### Logic cells by family

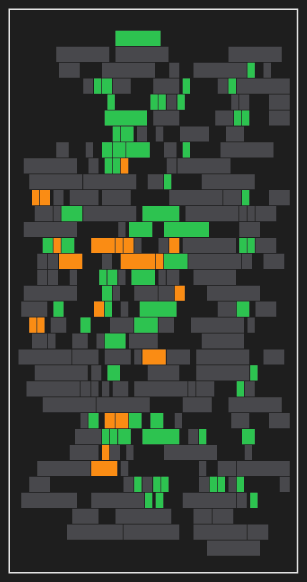
### Routing congestion map

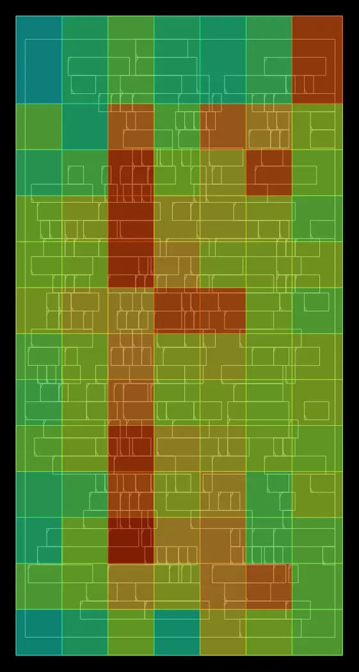
### Where the registers sit

The bar under the picture is 10 um long. Other sequential cells in the stronger gray, the rest of the logic in the fainter gray.
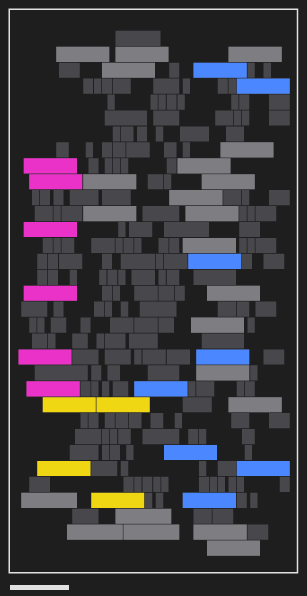
### Metal layers overlaid

The bar under the picture is 10 um long. Only two layers are drawn.
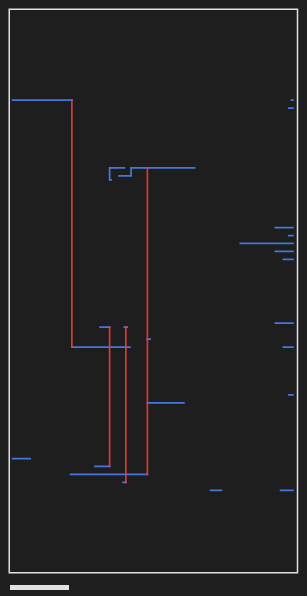
### Cell classes on the final placement

The bar under the picture is 10 um long.
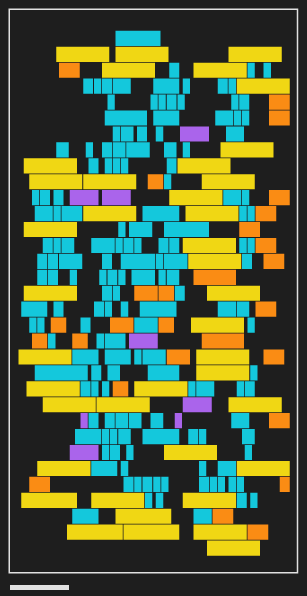
==> config.mk <==
export PLATFORM = sky130hd
export DESIGN_NAME = uart_rx_frontend
export DESIGN_NICKNAME = d
export VERILOG_FILES = /design/src/rtl/uart_pkg.sv /design/src/rtl/uart_baud_tick.sv /design/src/rtl/uart_rx_frontend.sv
export SDC_FILE = /design/constraint.sdc
export NUM_CORES = 1
export LEC_CHECK = 0
export ABC_AREA = 1
export ABC_CLOCK_PERIOD_IN_PS = 1600
export CAP_MARGIN = 10
export CORE_ASPECT_RATIO = 2
export CORE_UTILIZATION = 45
export DETAILED_ROUTE_END_ITERATION = 16
export PLACE_DENSITY_LB_ADDON = 0.05
export SKIP_CTS_REPAIR_TIMING = 1
export SYNTH_ARGS = -nofsm -noshare
export SYNTH_HDL_FRONTEND = slang
export SYNTH_SLANG_ARGS = --single-unit
==> constraint.sdc <==
create_clock -name clk -period 1.6 [get_ports clk]
set_input_delay 0.32 -clock clk [delete_from_list [all_inputs] [get_ports clk]]
set_output_delay 0.32 -clock clk [all_outputs]
set_load 0.01 [all_outputs]
==> notes.md <==
The flow run is done. Fraction of synthesized cell area in xor and xnor cells landed at 0.441%. Internal power of the cells landed at 1.38 mW. The tree is rooted in a sky130_fd_sc_hd__clkbuf_8. The flow reports power dissipated in combinational cells as 35.0 uW.

The stage logs contain a warning count of 30. Sequential share of power landed at 59.1%. Leakage power total landed at 1.09 nW. Number of endpoints with negative hold slack in the final report landed at 15. Via-per-instance ratio landed at 5.10. Worst hold slack after final layout landed at -23.9 ps. Number of buffer cells added on primary ports landed at 15. From bottom edge to top edge, the die measures 96.0 um. Post-synthesis instance total landed at 200. Detailed-routing iteration count for the pre-antenna-repair pass landed at 4. Instance area after placement landed at 2220 um^2. Across the placement rows, the number of tap cells is 52.

RePlAce ended its routability-driven mode at a weighted congestion of 0.879. The final reports fail on negative hold slack. STA classifies the critical path endpoint as a flip-flop. The flow ran to the end, but the final reports show violations. Once placement completed, the tool counted placed cells totaling 270. Per the log, the first TritonRoute iteration ended with a DRC count of 22. Headroom to the max-slew limit came out at 65.4%. Ratio of final minimum period to clock period landed at 97.7%.
Notes on 'Logic cells by family' above:
[NOR gates] orange | cells: 20
[NAND gates] green | cells: 64
Final Non-Filler Cells: 284
logic share of the area: 36.9%

Notes on 'Routing congestion map' above:
Util after Layout: 58.4%
gr usage total: 19.0%
met3 usage: 3.48%
GR Util met2: 37.0%
most heavily used metal layer in global routing: met2

Notes on 'Where the registers sit' above:
[scnt] yellow | sequential cells: 4
[shreg] blue | sequential cells: 8
[u_baud_tick.cnt] magenta | sequential cells: 6 | where: west
register area: 1010 um^2
sequential fraction of total cell area: 41.3%
power drawn by the sequential cells: 1.02 mW

Notes on 'Metal layers overlaid' above:
[met3] blue | wire length: 93.6 um
[met4] red | wire length: 145 um
average detailed-routed wire length per instance: 13.2 um
Total Wirelength: 3.75 mm
Vias: 1449

Notes on 'Cell classes on the final placement' above:
[clock drivers and dummy loads] purple | cells: 8
[other buffers and delay cells] orange | cells: 27
[all other logic] cyan | cells: 157
[flip-flops] yellow | cells: 40
Std-Cell Rows: 33
area of all placed cells without fillers: 2430 um^2
core region area: 4170 um^2

Power figures rest on the tool's default switching activity, not on a simulated workload.
